### Metal 1, run 1

Scale bar: 20 µm. Supply wires on this layer in gray.
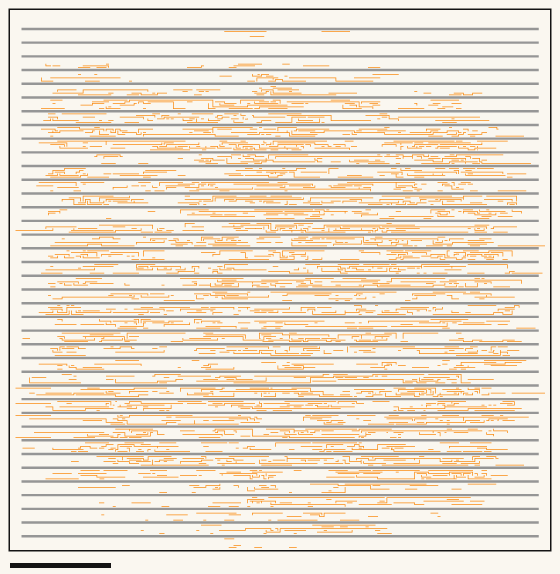
### M2 wires, run 1

Scale bar: 20 µm.
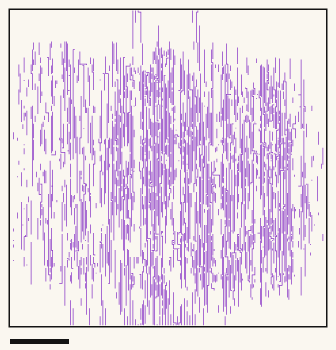
### Signal wires on met3, run 1

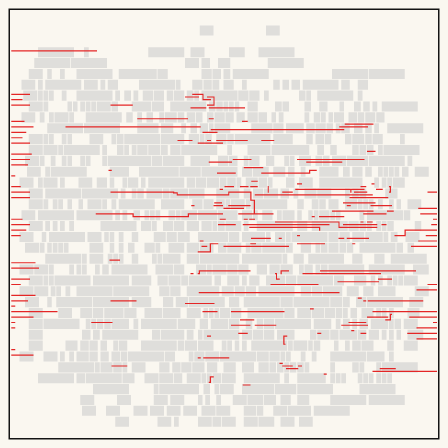
$ cat config.mk
export PLATFORM = sky130hd
export DESIGN_NAME = rc4_decrypt_core_flat
export DESIGN_NICKNAME = d
export VERILOG_FILES = /design/src/rtl/rc4_decrypt_core_if.sv /design/src/rtl/rc4_decrypt_core.sv /design/src/flat_wrapper.sv
export SDC_FILE = /design/constraint.sdc
export NUM_CORES = 1
export LEC_CHECK = 0
export CORE_MARGIN = 2
export CORE_UTILIZATION = 49
export CTS_CLUSTER_DIAMETER = 150
export DETAILED_ROUTE_END_ITERATION = 12
export PLACE_DENSITY = 0.78
export SYNTH_ARGS = -nofsm -noshare
export SYNTH_HDL_FRONTEND = slang
export SYNTH_SLANG_ARGS = --single-unit
$ cat constraint.sdc
create_clock -name clk -period 4.95 [get_ports clk]
set_input_delay 1.2375 -clock clk [delete_from_list [all_inputs] [get_ports clk]]
set_output_delay 1.2375 -clock clk [all_outputs]
set_load 0.01 [all_outputs]
$ cat src/rtl/rc4_decrypt_core_if.sv
// Bundle of the RC4 core's control handshake and its three memory ports.
// master: the RC4 core. slave: the surrounding controller and memories.
interface rc4_decrypt_core_if #(
    parameter int KEY_BYTES = 3
);
    // run control and result
    logic                   start;
    logic [8*KEY_BYTES-1:0] secret_key;
    logic                   busy;
    logic                   done;
    logic                   key_ok;

    // shared 256x8 S-memory port (synchronous read, 1-cycle latency)
    logic [7:0]             s_addr;
    logic [7:0]             s_wdata;
    logic                   s_wren;
    logic [7:0]             s_rdata;

    // encrypted-message ROM (1-cycle latency)
    logic [7:0]             m_addr;
    logic [7:0]             m_rdata;

    // decrypted-message RAM (write only from the core)
    logic [7:0]             d_addr;
    logic [7:0]             d_wdata;
    logic                   d_wren;

    modport master (
        input  start, secret_key, s_rdata, m_rdata,
        output busy, done, key_ok,
        output s_addr, s_wdata, s_wren,
        output m_addr,
        output d_addr, d_wdata, d_wren
    );

    modport slave (
        output start, secret_key, s_rdata, m_rdata,
        input  busy, done, key_ok,
        input  s_addr, s_wdata, s_wren,
        input  m_addr,
        input  d_addr, d_wdata, d_wren
    );
endinterface

$ cat src/rtl/rc4_decrypt_core.sv
// RC4 decryption engine: S-box init, key schedule and keystream generation
// over one shared S-memory port. Each keystream byte is XORed with the
// encrypted ROM and written to the decrypted RAM; an optional printable-text
// check ends the run early so a key-search controller can move on quickly.
module rc4_decrypt_core #(
    parameter int KEY_BYTES   = 3,
    parameter int MSG_LEN     = 32,
    parameter int CHECK_ASCII = 1
) (
    input  logic               clk,
    input  logic               reset_n,
    rc4_decrypt_core_if.master bus
);

    typedef enum logic [3:0] {
        ST_IDLE,
        ST_INIT,
        ST_KSA_RD_I,    // present i
        ST_KSA_RD_J,    // capture s[i], update j, present j
        ST_KSA_WR_I,    // capture s[j], write s[i] = s[j]
        ST_KSA_WR_J,    // write s[j] = s[i], advance i
        ST_PRGA_RD_I,   // advance i, present i
        ST_PRGA_RD_J,   // capture s[i], update j, present j
        ST_PRGA_WR_I,   // capture s[j], write s[i] = s[j]
        ST_PRGA_WR_J,   // write s[j] = s[i]
        ST_PRGA_RD_K,   // present s[i] + s[j]
        ST_PRGA_OUT,    // write d[k] = keystream ^ ciphertext, check it
        ST_DONE
    } state_t;

    localparam logic [7:0] LAST_K    = 8'(MSG_LEN - 1);
    localparam logic [4:0] LAST_KIDX = 5'(KEY_BYTES - 1);

    state_t                 r_state;
    state_t                 w_state_next;
    logic [7:0]             r_i;
    logic [7:0]             r_j;
    logic [7:0]             r_si;
    logic [7:0]             r_sj;
    logic [7:0]             r_k;
    logic [4:0]             r_kidx;     // i mod KEY_BYTES, tracked alongside i
    logic [8*KEY_BYTES-1:0] r_key;
    logic                   r_key_ok;

    logic [7:0]             w_key_byte;
    logic [7:0]             w_j_ksa;
    logic [7:0]             w_j_prga;
    logic [7:0]             w_plain;
    logic                   w_plain_ok;
    logic                   w_abort;
    logic                   w_last;
    logic [7:0]             w_s_addr;
    logic [7:0]             w_s_wdata;
    logic                   w_s_wren;
    logic [7:0]             w_d_wdata;
    logic                   w_d_wren;

    // Key byte 0 sits in the most significant byte of the latched key.
    assign w_key_byte = r_key[8*(KEY_BYTES-1-int'(r_kidx)) +: 8];

    // All index sums wrap modulo 256 through the 8-bit result width.
    assign w_j_ksa  = r_j + bus.s_rdata + w_key_byte;
    assign w_j_prga = r_j + bus.s_rdata;

    // In PRGA_OUT s_rdata holds s[s[i]+s[j]] and m_rdata holds rom[k].
    assign w_plain    = bus.s_rdata ^ bus.m_rdata;
    assign w_plain_ok = ((w_plain >= 8'h61) && (w_plain <= 8'h7A)) || (w_plain == 8'h20);
    assign w_abort    = (CHECK_ASCII != 0) && !w_plain_ok;
    assign w_last     = (r_k == LAST_K);

    // Next-state decode and per-state memory port drive.
    always_comb begin
        // NOTE: every output of this block gets a default first, so no path
        // through the case can leave one unassigned and infer a latch.
        w_state_next = r_state;
        w_s_addr     = 8'h00;
        w_s_wdata    = 8'h00;
        w_s_wren     = 1'b0;
        w_d_wdata    = 8'h00;
        w_d_wren     = 1'b0;

        unique case (r_state)
            ST_IDLE: begin
                if (bus.start) w_state_next = ST_INIT;
            end
            ST_INIT: begin
                w_s_addr  = r_i;
                w_s_wdata = r_i;
                w_s_wren  = 1'b1;
                if (r_i == 8'hFF) w_state_next = ST_KSA_RD_I;
            end
            ST_KSA_RD_I: begin
                w_s_addr     = r_i;
                w_state_next = ST_KSA_RD_J;
            end
            ST_KSA_RD_J: begin
                w_s_addr     = w_j_ksa;
                w_state_next = ST_KSA_WR_I;
            end
            ST_KSA_WR_I: begin
                w_s_addr     = r_i;
                w_s_wdata    = bus.s_rdata;
                w_s_wren     = 1'b1;
                w_state_next = ST_KSA_WR_J;
            end
            ST_KSA_WR_J: begin
                // When i == j this second write lands on the same cell and
                // restores the original s[i], which is the correct swap.
                w_s_addr     = r_j;
                w_s_wdata    = r_si;
                w_s_wren     = 1'b1;
                w_state_next = (r_i == 8'hFF) ? ST_PRGA_RD_I : ST_KSA_RD_I;
            end
            ST_PRGA_RD_I: begin
                w_s_addr     = r_i + 8'd1;
                w_state_next = ST_PRGA_RD_J;
            end
            ST_PRGA_RD_J: begin
                w_s_addr     = w_j_prga;
                w_state_next = ST_PRGA_WR_I;
            end
            ST_PRGA_WR_I: begin
                w_s_addr     = r_i;
                w_s_wdata    = bus.s_rdata;
                w_s_wren     = 1'b1;
                w_state_next = ST_PRGA_WR_J;
            end
            ST_PRGA_WR_J: begin
                w_s_addr     = r_j;
                w_s_wdata    = r_si;
                w_s_wren     = 1'b1;
                w_state_next = ST_PRGA_RD_K;
            end
            ST_PRGA_RD_K: begin
                w_s_addr     = r_si + r_sj;
                w_state_next = ST_PRGA_OUT;
            end
            ST_PRGA_OUT: begin
                // The failing byte is still written before the run ends.
                w_d_wdata = w_plain;
                w_d_wren  = 1'b1;
                if (w_abort || w_last) w_state_next = ST_DONE;
                else                   w_state_next = ST_PRGA_RD_I;
            end
            ST_DONE: begin
                w_state_next = ST_IDLE;
            end
            default: begin
                w_state_next = ST_IDLE;
            end
        endcase
    end

    // State register plus index, swap and key registers.
    always_ff @(posedge clk or negedge reset_n) begin
        if (!reset_n) begin
            r_state  <= ST_IDLE;
            r_i      <= 8'h00;
            r_j      <= 8'h00;
            r_si     <= 8'h00;
            r_sj     <= 8'h00;
            r_k      <= 8'h00;
            r_kidx   <= 5'd0;
            r_key    <= '0;
            r_key_ok <= 1'b0;
        end else begin
            // NOTE: non-blocking assignments keep every register update in
            // this block reading the pre-edge values, independent of order.
            r_state <= w_state_next;

            unique case (r_state)
                ST_IDLE: begin
                    if (bus.start) begin
                        r_key    <= bus.secret_key;
                        r_key_ok <= 1'b0;
                        r_i      <= 8'h00;
                        r_j      <= 8'h00;
                        r_k      <= 8'h00;
                        r_kidx   <= 5'd0;
                    end
                end
                ST_INIT: begin
                    r_i <= r_i + 8'd1;   // wraps to 0 for the key schedule
                end
                ST_KSA_RD_J: begin
                    r_si <= bus.s_rdata;
                    r_j  <= w_j_ksa;
                end
                ST_KSA_WR_I: begin
                    r_sj <= bus.s_rdata;
                end
                ST_KSA_WR_J: begin
                    r_i    <= r_i + 8'd1;
                    r_kidx <= (r_kidx == LAST_KIDX) ? 5'd0 : r_kidx + 5'd1;
                    if (r_i == 8'hFF) begin
                        r_j    <= 8'h00;
                        r_kidx <= 5'd0;
                    end
                end
                ST_PRGA_RD_I: begin
                    r_i <= r_i + 8'd1;
                end
                ST_PRGA_RD_J: begin
                    r_si <= bus.s_rdata;
                    r_j  <= w_j_prga;
                end
                ST_PRGA_WR_I: begin
                    r_sj <= bus.s_rdata;
                end
                ST_PRGA_OUT: begin
                    if (w_abort)     r_key_ok <= 1'b0;
                    else if (w_last) r_key_ok <= 1'b1;
                    else             r_k      <= r_k + 8'd1;
                end
                default: begin
                end
            endcase
        end
    end

    assign bus.s_addr  = w_s_addr;
    assign bus.s_wdata = w_s_wdata;
    assign bus.s_wren  = w_s_wren;
    assign bus.m_addr  = r_k;
    assign bus.d_addr  = r_k;
    assign bus.d_wdata = w_d_wdata;
    assign bus.d_wren  = w_d_wren;
    assign bus.busy    = (r_state != ST_IDLE) && (r_state != ST_DONE);
    assign bus.done    = (r_state == ST_DONE);
    assign bus.key_ok  = r_key_ok;

endmodule

$ cat src/flat_wrapper.sv
// flat-port wrapper written by rule: the top's interface ports become plain ports
module rc4_decrypt_core_flat 
#(
    parameter int KEY_BYTES   = 3,
    parameter int MSG_LEN     = 32,
    parameter int CHECK_ASCII = 1
)
  (clk, reset_n, bus_start, bus_secret_key, bus_s_rdata, bus_m_rdata, bus_busy, bus_done, bus_key_ok, bus_s_addr, bus_s_wdata, bus_s_wren, bus_m_addr, bus_d_addr, bus_d_wdata, bus_d_wren);
  rc4_decrypt_core_if #(.KEY_BYTES(KEY_BYTES)) bus_i ();
  input  logic clk;
  input  logic reset_n;
  input wire logic [$bits(bus_i.start)-1:0] bus_start;
  input wire logic [$bits(bus_i.secret_key)-1:0] bus_secret_key;
  input wire logic [$bits(bus_i.s_rdata)-1:0] bus_s_rdata;
  input wire logic [$bits(bus_i.m_rdata)-1:0] bus_m_rdata;
  output wire logic [$bits(bus_i.busy)-1:0] bus_busy;
  output wire logic [$bits(bus_i.done)-1:0] bus_done;
  output wire logic [$bits(bus_i.key_ok)-1:0] bus_key_ok;
  output wire logic [$bits(bus_i.s_addr)-1:0] bus_s_addr;
  output wire logic [$bits(bus_i.s_wdata)-1:0] bus_s_wdata;
  output wire logic [$bits(bus_i.s_wren)-1:0] bus_s_wren;
  output wire logic [$bits(bus_i.m_addr)-1:0] bus_m_addr;
  output wire logic [$bits(bus_i.d_addr)-1:0] bus_d_addr;
  output wire logic [$bits(bus_i.d_wdata)-1:0] bus_d_wdata;
  output wire logic [$bits(bus_i.d_wren)-1:0] bus_d_wren;
  assign bus_i.start = bus_start;
  assign bus_i.secret_key = bus_secret_key;
  assign bus_i.s_rdata = bus_s_rdata;
  assign bus_i.m_rdata = bus_m_rdata;
  assign bus_busy = bus_i.busy;
  assign bus_done = bus_i.done;
  assign bus_key_ok = bus_i.key_ok;
  assign bus_s_addr = bus_i.s_addr;
  assign bus_s_wdata = bus_i.s_wdata;
  assign bus_s_wren = bus_i.s_wren;
  assign bus_m_addr = bus_i.m_addr;
  assign bus_d_addr = bus_i.d_addr;
  assign bus_d_wdata = bus_i.d_wdata;
  assign bus_d_wren = bus_i.d_wren;
  rc4_decrypt_core #(.KEY_BYTES(KEY_BYTES), .MSG_LEN(MSG_LEN), .CHECK_ASCII(CHECK_ASCII)) u_core (.clk(clk), .reset_n(reset_n), .bus(bus_i));
endmodule
==> run summary, run 1 <==
Implementation run completed; key figures follow.

Outcome:
- The run finished, with violations left.
- The final reports fail on negative setup slack.

Power:
- The run gives the maximum resistive drop on vdd as 0.372 mV.
- Summing internal, switching and leakage power gives 5.30 mW.

Placement:
- The run gives the total instance count after detailed placement as 870.
- The run puts the placer's final routability congestion estimate at 0.997.
- The run gives the total of buffers placed on input and output ports as 87.

Layout:
- The run puts the net count reported at finish at 827.
- The run puts the antenna diode count at 0.
- In this run the layout overhead on the synthesized area is reported as 34.9%.

Timing:
- The run gives the tightest slew margin relative to the limit as 27.1%.
- The run puts the worst path setup slack after routing at -0.287 ns.
- The run gives the setup-violating endpoint count in the final report as 3.
- At the pin with the least slew margin, the transition time is 1.09 ns.
- The final timing report lists a hold violation count of 0.

Yosys:
- For this run, the register share of the synthesized area comes to 35.5%.
- The run gives the warning count from the yosys run as 0.
- Ranked by instance count, the synthesized netlist is headed by sky130_fd_sc_hd__nand2_1, sky130_fd_sc_hd__dfrtp_1, sky130_fd_sc_hd__nor2_1, sky130_fd_sc_hd__nand3_1, sky130_fd_sc_hd__a21oi_1.
- The run puts the count of cell types in the netlist at 67.
- The run gives the total of flip-flops plus latches after synthesis as 74.

Detailed routing:
- The run puts the tally of nets with antenna violations remaining after routing at 0.
- The run puts the overall via count from detail_route at 5,255.
- The run gives the aggregate routed wire length as 16,000 µm.
- The run gives the post-route DRC violation count as 0.
- The run gives the number of optimization iterations in the first detailed-route pass as 5.

Floorplanning:
- The run gives the floorplan core area as 0.0103 mm².
- The report lists the number of standard-cell rows as 37.
- The floorplan step records an initial core utilization of 50.5%.
- The run gives the vertical die dimension as 107 µm.

CTS:
- TritonCTS built the clock tree.
- The run puts the number of buffers inserted by hold repair at cts at 0.
- The run gives the CTS root buffer as sky130_fd_sc_hd__clkbuf_8.
- The run gives the clock-pin slew reported for the worst setup and hold paths after clock tree synthesis as 0.08 ns.

Setup path:
- The worst setup path is of the in -> out kind.
- Counting both buffers and inverters, the worst setup path holds a total of 3.
- The timing report gives the biggest stage delay along the critical path as 0.39 ns.
- The worst setup path is captured at an output port.
- The run gives the number of stages on the worst setup path as 15.
- Per STA, the library cell used most along the worst path is sky130_fd_sc_hd__ha_4.

Global routing:
- The number of global-route vias before repair is 5,229.
- The run gives the sum of overflow across all layers after global routing as 0.

Run:
- The run gives the number of warnings in the stage logs as 29.
- The run gives the number of maximum-capacitance violations as 0.
About 'Metal 1':
longest straight run: 28.5 µm
nets with wire on the layer: 740
main direction: horizontal

About 'M2 wires':
nets with wire on the layer: 713
share of all routed wire: 49%
wire length on this layer: 7,870 µm

About 'Signal wires on met3':
share of all routed wire: 6.4%
main direction: horizontal
longest straight run: 35.0 µm

==> run 1: report_power, final <==
group / switching, mW / internal [mW] / total, mW
Clock: 0.256 / 0.299 / 0.555
Sequential: 0.247 / 0.832 / 1.08
Combinational: 1.92 / 1.74 / 3.66
Total: 2.42 / 2.87 / 5.30
==> run 1: worst min path at each step <==
stage / startpoint / end / slack [ns] / cells after the start
global placement: u_core.r_key[10]$_DFFE_PN0P_ / u_core.r_key[10]$_DFFE_PN0P_ / 0.46 / 2
floorplan: u_core.r_key[0]$_DFFE_PN0P_ / u_core.r_key[0]$_DFFE_PN0P_ / 0.44 / 2
CTS: u_core.r_key[12]$_DFFE_PN0P_ / u_core.r_key[12]$_DFFE_PN0P_ / 0.48 / 2
detailed placement: u_core.r_key[12]$_DFFE_PN0P_ / u_core.r_key[12]$_DFFE_PN0P_ / 0.46 / 2
finish: u_core.r_key[12]$_DFFE_PN0P_ / u_core.r_key[12]$_DFFE_PN0P_ / 0.48 / 2
global route: u_core.r_key[12]$_DFFE_PN0P_ / u_core.r_key[12]$_DFFE_PN0P_ / 0.49 / 2
==> run 1: per-layer routing <==
| metal | vias up | routed length [µm] | track usage (%) |
|---|---|---|---|
| li1 | 2429 | - | - |
| met1 | 2504 | 6410 | 32.0 |
| met2 | 246 | 7870 | 47.3 |
| met3 | 76 | 1030 | 5.35 |
| met4 | 0 | 735 | 14.4 |
| met5 | - | 0 | 0 |
==> run 1: metrics by stage <==
stage / utilization, % / setup TNS [ns] / cell area (µm²) / hold WS [ns]
after floorplan: - / 0 / 5220 / 0.445
after global placement: 62.3 / -4.81 / 6430 / 0.460
after detailed placement: 62.3 / -5.41 / 6430 / 0.463
after CTS: 67.2 / -0.485 / 6940 / 0.483
after global routing: 68.1 / -0.801 / 7030 / 0.495
final: 68.1 / -0.420 / 7030 / 0.478
==> run 1: sequential cells by signal, summed over array words and instances (netlist names) <==
signal / cells
u_core.r_state: 4
u_core.r_key: 24
u_core.bus.d_addr: 8
u_core.r_sj: 8
u_core.r_i: 8
u_core.r_j: 8
u_core.r_si: 8
u_core.bus.key_ok: 1
u_core.r_kidx: 5
==> run 1: tightest hold or removal path: stages (launching register included) <==
cell                      delay (ns)
sky130_fd_sc_hd__dfrtp_1        0.35
sky130_fd_sc_hd__nand2_1        0.05
sky130_fd_sc_hd__nand2_1        0.05
==> run 1: cells by family after synthesis <==
kind of cell | share of synthesized area, %
AND/OR/NAND/NOR | 27.4
AND-OR/OR-AND | 16.6
flip-flops | 35.5
buffers and inverters | 4.54
XOR/XNOR | 5.84
adder cells (fa/ha/maj) | 7.16
multiplexers | 2.93
==> run 1: what timing repair did <==
| item | CTS | global route |
|---|---|---|
| hold endpoints to repair | 0 | 0 |
| setup buffers | 8 | 4 |
| gates resized | 78 | 19 |
| pin swaps | 31 | 20 |
| setup endpoints to repair | 7 | 7 |
==> run 1: layout make-up <==
cell class,count,area [µm²]
fillers,839,3300
multi-input cells,511,3430
flip-flops and latches,74,1850
well taps,136,170
inverters,15,56.3
clock inverters,6,90.1
clock buffers,10,138
repair buffers,145,1290
## Run 2: what changed since run 1
Settings changed: CORE_UTILIZATION 49 to 54, PLACE_DENSITY 0.78 to 0.81.
Clock period 4.95 ns to 6 ns, I/O delays scaled along.
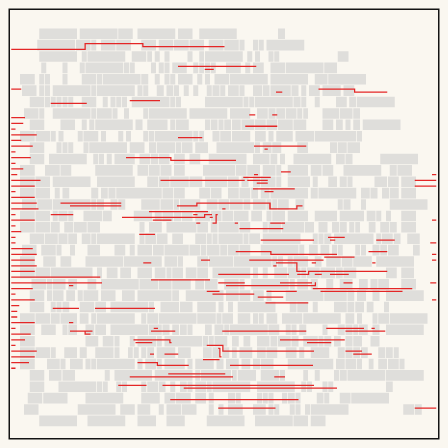
*Signal wires on met3, run 2*
total detailed-routing wirelength: 14,900 µm
met3 track demand over resource: 4.92%
via total after detailed routing: 5,113

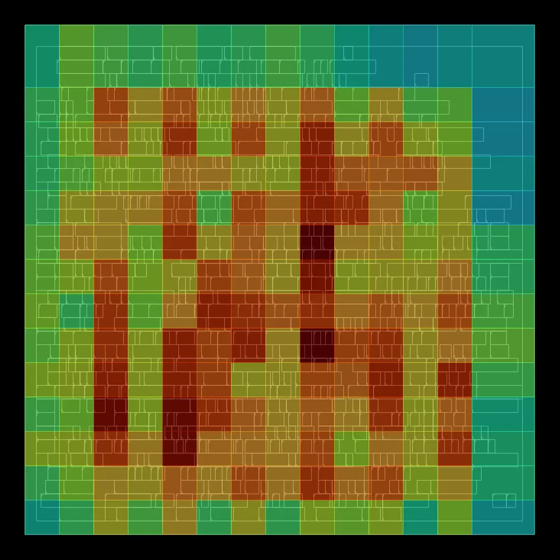
*Routing congestion map, run 2*
total global-route track usage: 30.1%
layer with the highest usage after global routing: met2
fraction of met1 tracks used by global routing: 39.9%
final core utilization: 73.1%

==> run 2 against run 1 <==
Against the previous run: the flow now finishes without violations; critical path depth increased by 1; clock power decreased by 17%; via count decreased by 2.7%; non-clock buffer count decreased by 8; largest cell class unchanged.
==> run summary, run 2 <==
Implementation run completed; key figures follow.

Placement:
- The total of buffers placed on input and output ports came to 87 (unchanged).
- The placer's final routability congestion estimate came to 0.955 (-4.3%).
- The run puts the total instance count after detailed placement at 858 (-1.4%).

Detailed routing:
- The run gives the number of optimization iterations in the first detailed-route pass as 7 (+2).
- The run gives the post-route DRC violation count as 0 (unchanged).
- The run puts the tally of nets with antenna violations remaining after routing at 0 (unchanged).

Timing:
- Setup repair after global routing left no endpoint under its margin.
- The run gives the hold violation total from the final report as 0 (unchanged).
- The run gives the worst path setup slack after routing as 0.143 ns (+0.430 ns).
- The run puts the actual slew at the worst max-slew pin at 1.15 ns (+0.0630 ns).
- The run puts the maximum clock skew at final layout at 0.0105 ns.
- The tightest slew margin relative to the limit came to 23.1% (-4.0 points).
- The setup-violating endpoint count in the final report was 0 (-3).

Layout:
- The net count reported at finish came to 819 (-0.97%).
- The largest register by flop count is u_core.r_key.
- In this run the layout overhead on the synthesized area is reported as 30.3%.
- The run puts the antenna diode count at 0 (unchanged).

Global routing:
- The sum of overflow across all layers after global routing came to 0 (unchanged).

CTS:
- The clock-pin slew reported for the worst setup and hold paths after clock tree synthesis came to 0.09 ns (about the same).
- TritonCTS built the clock tree.
- The run gives the maximum number of buffers from clock root to sink as 2.

Yosys:
- Yosys reports that the most numerous cell types are sky130_fd_sc_hd__nand2_1, sky130_fd_sc_hd__dfrtp_1, sky130_fd_sc_hd__nor2_1, sky130_fd_sc_hd__nand3_1, sky130_fd_sc_hd__a21oi_1.
- The share of synthesized area occupied by flip-flops and latches came to 35.5% (unchanged).
- The count of cell types in the netlist is 67 (unchanged).
- The run gives the total of flip-flops plus latches after synthesis as 74 (unchanged).

Floorplanning:
- The run gives the floorplan core area as 0.00928 mm² (-10%).
- The starting density of the core was 56.1% (+5.7 points).
- The vertical die dimension was 102 µm (-4.6%).

Run:
- The number of warnings in the stage logs was 28 (-3.4%).
- The run gives the number of maximum-capacitance violations as 0 (unchanged).

Setup path:
- STA classifies the critical path startpoint as an input port.
- The largest stage delay on the critical path is 0.37 ns (-0.02 ns).
- The critical path in this run is classified as in -> out.
- The critical path buffer and inverter count was 4 (+1).
- The run gives the nature of the critical path endpoint as an output port.

Power:
- The run puts the maximum resistive drop on vdd at 0.264 mV (-29%).

Outcome:
- The run finished with clean final reports.
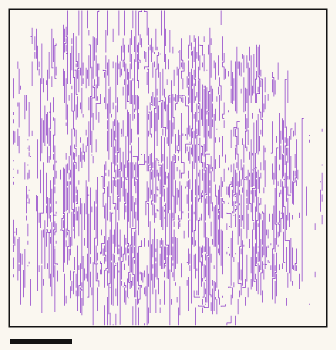
*M2 wires, run 2*
Scale bar: 20 µm.
share of all routed wire: 48%
wire length on this layer: 7,170 µm
nets with wire on the layer: 694
longest straight run: 52.7 µm

run 2: worst reg2reg max path: stages (launching register included):
cell and delay (ns):
sky130_fd_sc_hd__dfrtp_1 0.45, sky130_fd_sc_hd__ha_1 0.52, sky130_fd_sc_hd__nor2_1 0.50, sky130_fd_sc_hd__a21oi_1 0.15, sky130_fd_sc_hd__nor2_1 0.24, sky130_fd_sc_hd__ha_1 0.30
sky130_fd_sc_hd__a211oi_1 0.22, sky130_fd_sc_hd__buf_4 0.16, sky130_fd_sc_hd__o21ai_2 0.07, sky130_fd_sc_hd__a22oi_2 0.17, sky130_fd_sc_hd__buf_4 0.14, sky130_fd_sc_hd__nor2b_4 0.04
sky130_fd_sc_hd__buf_4 0.13, sky130_fd_sc_hd__mux2i_1 0.10, sky130_fd_sc_hd__nand4bb_1 0.17
run 2: worst paths after layout:
path | end | slack [ns] | depth (start not counted)
max in group asynchronous | u_core.bus.d_addr[3]$_DFFE_PN0P_ | 4.03 | 2
setup reg to reg | u_core.r_j[7]$_DFFE_PN0P_ | 2.50 | 14
min in group asynchronous | u_core.r_i[5]$_DFFE_PN0P_ | 1.35 | 2
hold / removal | u_core.r_key[14]$_DFFE_PN0P_ | 0.48 | 2
setup / recovery | bus_s_addr[7] | 0.14 | 16
hold reg to reg | u_core.r_key[14]$_DFFE_PN0P_ | 0.48 | 2
run 2: stage by stage:
stage / util [%] / instance area [µm²] / power (mW) / hold slack (ns)
floorplan: - / 5210 / 2.42 / 0.445
global placement: 68.6 / 6370 / 3.19 / 0.458
detailed placement: 68.6 / 6370 / 3.29 / 0.463
CTS: 71.7 / 6660 / 3.81 / 0.485
global route: 73.1 / 6790 / 4.29 / 0.507
finish: 73.1 / 6790 / 3.98 / 0.483
run 2: area by class of cell:
class                   count  area [µm²]  share of cell area (%)
flip-flops and latches     74        1850                    27.3
repair buffers            137        1230                    18.2
clock buffers               9         124                    1.82
multi-input cells         511        3260                    48.0
inverters                  15        56.3                   0.829
clock inverters             7         101                    1.49
well taps                 129         161                    2.38
run 2: kinds of logic after synthesis:
group | synth area share (%)
and+or+nand+nor | 27.4
AOI/OAI and AO/OA | 16.6
DFF | 35.5
buffers and inverters | 4.54
xor gates and xnor gates | 5.84
adders and majority gates | 7.16
muxes | 2.93
run 2: repair_timing:
action,in CTS,in global routing
pin swaps,8,16
setup buffers,4,4
hold buffers,0,0
endpoints found under the setup margin,7,4
gates resized,26,22
run 2: report_power, final:
group / internal (mW) / switching [mW] / total, mW / leakage, nW
clock: 0.238 / 0.221 / 0.459 / 0.106
sequential: 0.685 / 0.214 / 0.899 / 0.954
combinational: 1.24 / 1.38 / 2.62 / 2.20
run 2: routing by layer:
layer	GRT usage (%)	part of all wire [%]	vias up
met2	49.5	48	240
li1	-	-	2410
met5	0	0	-
met1	39.9	42	2429
met4	11.7	2.2	0
met3	4.92	7.7	34
Power is estimated from default activity; no workload was simulated.
